===== config.mk =====
export PLATFORM = sky130hd
export DESIGN_NAME = tone_spker_gen
export DESIGN_NICKNAME = d
export VERILOG_FILES = /design/src/rtl/music_pkg.sv /design/src/rtl/tone_div.sv /design/src/rtl/tone_spker_gen.sv
export SDC_FILE = /design/constraint.sdc
export NUM_CORES = 1
export LEC_CHECK = 0
export CELL_PAD_IN_SITES_DETAIL_PLACEMENT = 0
export CELL_PAD_IN_SITES_GLOBAL_PLACEMENT = 1
export CORE_ASPECT_RATIO = 1.75
export CORE_MARGIN = 3
export CORE_UTILIZATION = 43
export DETAILED_ROUTE_END_ITERATION = 10
export GPL_TIMING_DRIVEN = 0
export HOLD_SLACK_MARGIN = 0.12
export PLACE_DENSITY = 0.82
export SLEW_MARGIN = 40
export SYNTH_ARGS = -nofsm -noshare
export SYNTH_HDL_FRONTEND = slang
export SYNTH_SLANG_ARGS = --single-unit

===== constraint.sdc =====
create_clock -name CLK -period 2.6 [get_ports CLK]
set_input_delay 0.52 -clock CLK [delete_from_list [all_inputs] [get_ports CLK]]
set_output_delay 0.52 -clock CLK [all_outputs]
set_load 0.05 [all_outputs]

===== src/rtl/music_pkg.sv =====
// rtl/music_pkg.sv - shared widths, rest code, state encoding and note helpers
package music_pkg;

    localparam int TN_W  = 11;
    localparam int LEN_W = 4;

    localparam logic [TN_W-1:0] REST_CODE = 11'd2047;
    localparam logic [TN_W-1:0] TN_MAX    = '1;

    typedef enum logic {
        ST_IDLE = 1'b0,
        ST_PLAY = 1'b1
    } state_e;

    // High octave halves the remaining count span by shifting the preset up.
    function automatic logic [TN_W-1:0] eff_preset(input logic [TN_W-1:0] tn, input logic h);
        return h ? {1'b1, tn[TN_W-1:1]} : tn;
    endfunction

    function automatic logic [LEN_W:0] eff_len(input logic [LEN_W-1:0] len);
        return (len == '0) ? {1'b1, {LEN_W{1'b0}}} : {1'b0, len};
    endfunction

endpackage


===== src/rtl/tone_div.sv =====
// rtl/tone_div.sv - reloadable up-counter divider with square-wave toggle output
module tone_div
    import music_pkg::*;
(
    input  logic            clk_i,
    input  logic            rst_ni,
    input  logic            en_i,
    input  logic            load_i,
    input  logic [TN_W-1:0] preset_i,
    output logic            spks_o
);

    logic [TN_W-1:0] cnt_q, cnt_d;
    logic            spks_q, spks_d;

    always_ff @(posedge clk_i or negedge rst_ni) begin
        if (!rst_ni) begin
            cnt_q  <= '0;
            spks_q <= 1'b0;
        end else begin
            cnt_q  <= cnt_d;
            spks_q <= spks_d;
        end
    end

    // Load both starts a note and silences the output on exit.
    always_comb begin
        cnt_d  = cnt_q;
        spks_d = spks_q;
        if (load_i) begin
            cnt_d  = preset_i;
            spks_d = 1'b0;
        end else if (en_i) begin
            if (cnt_q == TN_MAX) begin
                cnt_d  = preset_i;
                spks_d = ~spks_q;
            end else begin
                cnt_d = cnt_q + 1'b1;
            end
        end
    end

    assign spks_o = spks_q;

endmodule


===== src/rtl/tone_spker_gen.sv =====
// rtl/tone_spker_gen.sv - note handshake, beat counting and speaker drive
module tone_spker_gen
    import music_pkg::*;
(
    input  logic             CLK,
    input  logic             RST_N,
    input  logic [TN_W-1:0]  TN,
    input  logic             H,
    input  logic [LEN_W-1:0] LEN,
    input  logic             NOTE_VALID,
    output logic             NOTE_READY,
    input  logic             BEAT_TICK,
    input  logic             STOP,
    output logic             SPKS,
    output logic             BUSY,
    output logic             DONE,
    output logic             HIGH_LED
);

    localparam logic [LEN_W:0] BEAT_ONE = 1;

    state_e           state_q, state_d;
    logic [TN_W-1:0]  tn_q;
    logic             h_q;
    logic [LEN_W-1:0] len_q;
    logic [LEN_W:0]   beat_q;
    logic             done_q;

    logic             note_ready, busy, accept, play_exit, done_d;
    logic             tick_final, rest;
    logic             div_en, div_load;
    logic [TN_W-1:0]  div_preset;

    assign tick_final = BEAT_TICK && ((beat_q + BEAT_ONE) == eff_len(len_q));
    assign rest       = (tn_q == REST_CODE);

    always_ff @(posedge CLK or negedge RST_N) begin
        if (!RST_N) begin
            state_q <= ST_IDLE;
        end else begin
            state_q <= state_d;
        end
    end

    always_comb begin
        state_d = state_q;
        case (state_q)
            ST_IDLE: if (NOTE_VALID && !STOP) state_d = ST_PLAY;
            ST_PLAY: if (STOP || tick_final) state_d = ST_IDLE;
            default: state_d = ST_IDLE;
        endcase
    end

    // STOP beats a coincident final tick, so done_d needs !STOP.
    always_comb begin
        note_ready = 1'b0;
        busy       = 1'b0;
        accept     = 1'b0;
        play_exit  = 1'b0;
        done_d     = 1'b0;
        case (state_q)
            ST_IDLE: begin
                note_ready = !STOP;
                accept     = NOTE_VALID && !STOP;
            end
            ST_PLAY: begin
                busy      = 1'b1;
                play_exit = STOP || tick_final;
                done_d    = tick_final && !STOP;
            end
            default: ;
        endcase
    end

    always_ff @(posedge CLK or negedge RST_N) begin
        if (!RST_N) begin
            tn_q   <= '0;
            h_q    <= 1'b0;
            len_q  <= '0;
            beat_q <= '0;
            done_q <= 1'b0;
        end else begin
            done_q <= done_d;
            if (accept) begin
                tn_q   <= TN;
                h_q    <= H;
                len_q  <= LEN;
                beat_q <= '0;
            end else if (play_exit) begin
                h_q    <= 1'b0;
                beat_q <= '0;
            end else if (busy && BEAT_TICK) begin
                beat_q <= beat_q + BEAT_ONE;
            end
        end
    end

    assign div_load   = accept || play_exit;
    assign div_en     = busy && !rest;
    assign div_preset = accept ? eff_preset(TN, H) : eff_preset(tn_q, h_q);

    tone_div u_div (
        .clk_i    (CLK),
        .rst_ni   (RST_N),
        .en_i     (div_en),
        .load_i   (div_load),
        .preset_i (div_preset),
        .spks_o   (SPKS)
    );

    assign NOTE_READY = note_ready;
    assign BUSY       = busy;
    assign DONE       = done_q;
    assign HIGH_LED   = h_q;

endmodule


Figure 1. Clock network drawn from the DEF.
(8 px per um)
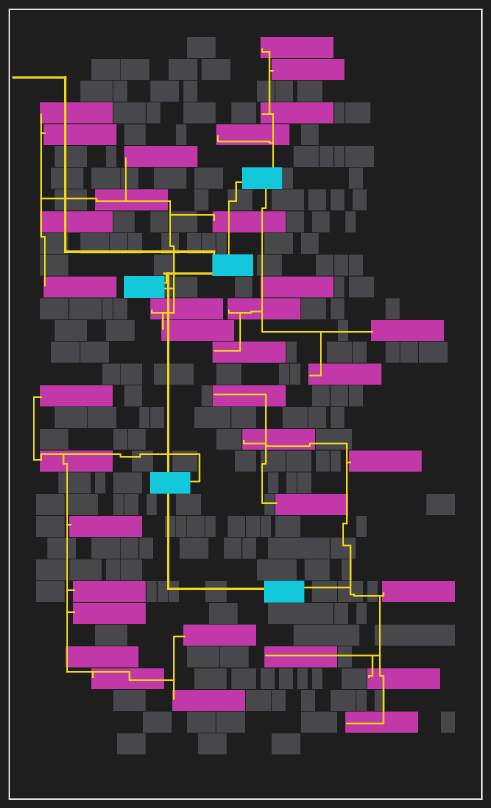
[yellow] clock wires | length: 483 um
[cyan] clock-net drivers | count: 5
[magenta] flip-flops | count: 35
flops lie: all over the die
clk latency late pin: 0.28 ns
Setup Skew: 0.00804 ns

Figure 2. Placement by cell class.
(4 px per um) Fill, decap, tap and diode cells in grey.
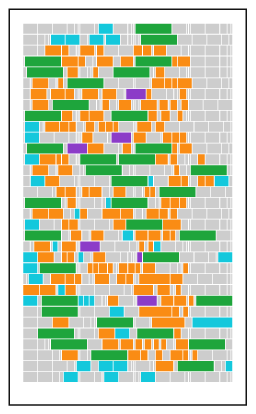
| colour | class | cells | share of their area |
|---|---|---|---|
| cyan | remaining buffers and delay cells | 37 | 13% |
| purple | clock drivers and dummy loads | 6 | 3.0% |
| green | sequential cells | 35 | 36% |
| orange | remaining logic cells | 160 | 48% |
Cell Rows: 33
Core Box Area: 0.00471 mm2
flop share of the area: 34.7%
design area: 0.00252 mm2

==> impl_metrics.tcl <==
# yosys + openroad results
set metrics [dict create \
    comb_area_share_pct 46.8 \
    ys_ff 35 \
    post-place-cells 284 \
    critPathSlowestCell "clkdlybuf4s50_1" \
    ant_nets 0 \
    drc_errors 0 \
    min_path_type "input pin to asynchronous set/reset pin" \
    timing.rr.start "len_q[0]" \
    power_density_mw_per_mm2 743 \
    area_leaders "dfrtp_1 42%, mux2_2 10%, mux2i_1 4.8%, a21oi_1 3.8%, o22a_1 3.3%" \
    die_w_um 58.9 \
    synthAdderAreaFrac_pct 1.19 \
    finalCritPeriodShare_pct 95.5 \
    async_flop_share_pct 100 \
    layout-drive-gt1-share_pct 13.9 \
    postCtsSetupBuffers 0 \
    ys_types 43 \
    root_buffer "clkbuf_8" \
    r2r_slack_ns 0.31 \
    clock-sinks 35 \
    hold_viol_final 0 \
    dominant_cells "combinational gates" \
    drtIter0Drc 38 \
    top_area_share_pct 41.6 \
    tap_cells 52 \
    register_area_um2 876 \
    numPortBuffers 25 \
    cp-start-kind "input pin" \
    ys_chip_area_mm2 0.00210 \
    ff_type "dfrtp_1" \
    syn-cell-area_mm2 0.00210 \
    setup_viol 0 \
    most-common-layout-cells "35 x dfrtp_1, 24 x clkdlybuf4s50_1, 19 x mux2_2" \
    dr_total_vias 1669 \
    final_max_slew_viol_count 0 \
    routed_wl_um 4770 \
    via_per_inst 5.76 \
    ys_cells 206 \
    antennaDiodeCount 0 \
    crit_end "NOTE_READY" \
    cts_buffers 5 \
    antenna_found_initial 0 \
    power.leakage_uw 0.00100 \
    inverters 2 \
    arrival_ns 1.96 \
    grt-ovfl-total 0 \
    warnings 26 \
    hold_slack_ns 0.171 \
    wire_per_inst_um 16.4 \
    worst_path_largest_cell_delay_ns 0.82 \
    worstSetupEndpointType "output pin" \
    nNetsFinal 262 \
    place.gp.congestion 0.769 \
    logic_area_mm2 0.00118 \
    yosys.area.top_type "dfrtp_1" \
    worst_slew_pin_slew_ns 0.657 \
    layout_top_cell "dfrtp_1" \
    grt_max_degree 20 \
    cts_htree_levels 2 \
    area_delta_synth_final_pct 19.8 \
    ys_top_logic_family "AND-OR/OR-AND gates" \
    crit_path_frequent_cell "clkdlybuf4s50_1" \
    top_cells_by_count "35 x dfrtp_1, 19 x mux2_2, 16 x a21oi_1, 16 x nor2_1, 11 x nand3_1" \
    r2r-end "u_div.cnt_q[0]" \
    placed_area_mm2 0.00244 \
    ys_warn_count 0 \
    logic_gate_count 158 \
    outcome "finished clean" \
    crit_chain "clkdlybuf4s50_1 > nor2_1 > clkdlybuf4s50_1" \
    place_hpwl_um 3760 \
    tritoncts "yes" \
    dpl_worst_slack_ns -0.0797 \
    dieHeight_um 98.5 \
    fillers 453 \
    grt_pass1_vias 1723 \
    cts_resized 0 \
    grtUsageTotal_pct 18.0 \
    min_period_ns 2.48 \
    crit_start "STOP" \
    syn_avg_cell_area_um2 10.2 \
    ys_sh_xor_pct 6.72 \
    first_pass_iters 4 \
    r2r_cells 6 \
    aoi_share_pct 16.3 \
    path_clk_slew_ns 0.07 \
    grt_pass1_wl_um 8000 \
    irDropWorstVdd_v 0.000506 \
    syn-num-nets 229 \
    relSlewSlack_pct 56.2 \
    edf_count 0 \
    fmax_ghz 0.403 \
    tns_ns 0 \
    clock_area_share_pct 2.88 \
    ctsLongestPathBuffers 2 \
    synth_cells 206 \
    crit_required_ns 2.08 \
    final_cells 290 \
    path_max_fanout 5 \
    p_total_uw 1870 \
]
Figure 3. Clock routing.
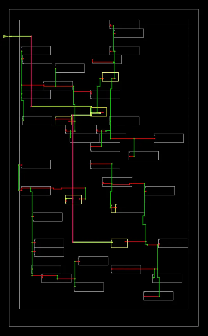
seq_cells: 35
# clk buffers: 6

Figure 4. Placement density heat map.
(4 px per um) The die is cut into 6 by 10 equal tiles; black is low, pale yellow is high, 0 to 100% covered.
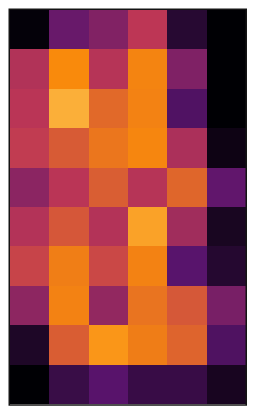
tiles over 75% full: 5.0%
emptiest ninth of the die: north-east
mean over tiles: 42%
share of the core filled with cells: 53.6%
Pre-Place Util: 44.7%

==> power breakdown <==
group          internal (uW)  switching [uW]  total [uW]
Combinational            339             329         669
Clock                    178             182         361
Sequential               689             155         844
==> per-layer routing <==
layer	GRT usage [%]	wire length (um)	vias up
met5	0	0	-
met4	6.28	61	0
met3	2.75	134	5
met2	32.5	2620	36
met1	20.6	1950	801
li1	-	-	827
==> flip-flops by register name, indices dropped and copies added, names as in the netlist <==
register / flops
DONE: 1
HIGH_LED: 1
beat_q: 5
len_q: 4
state_q: 1
tn_q: 11
u_div.cnt_q: 11
u_div.spks_o: 1
==> critical path: cells and delay by family <==
family,cells,cell delay (ns)
AND/OR/NAND/NOR,1,0.15
buffers and inverters,2,1.29
Power and IR drop assume default switching activity.
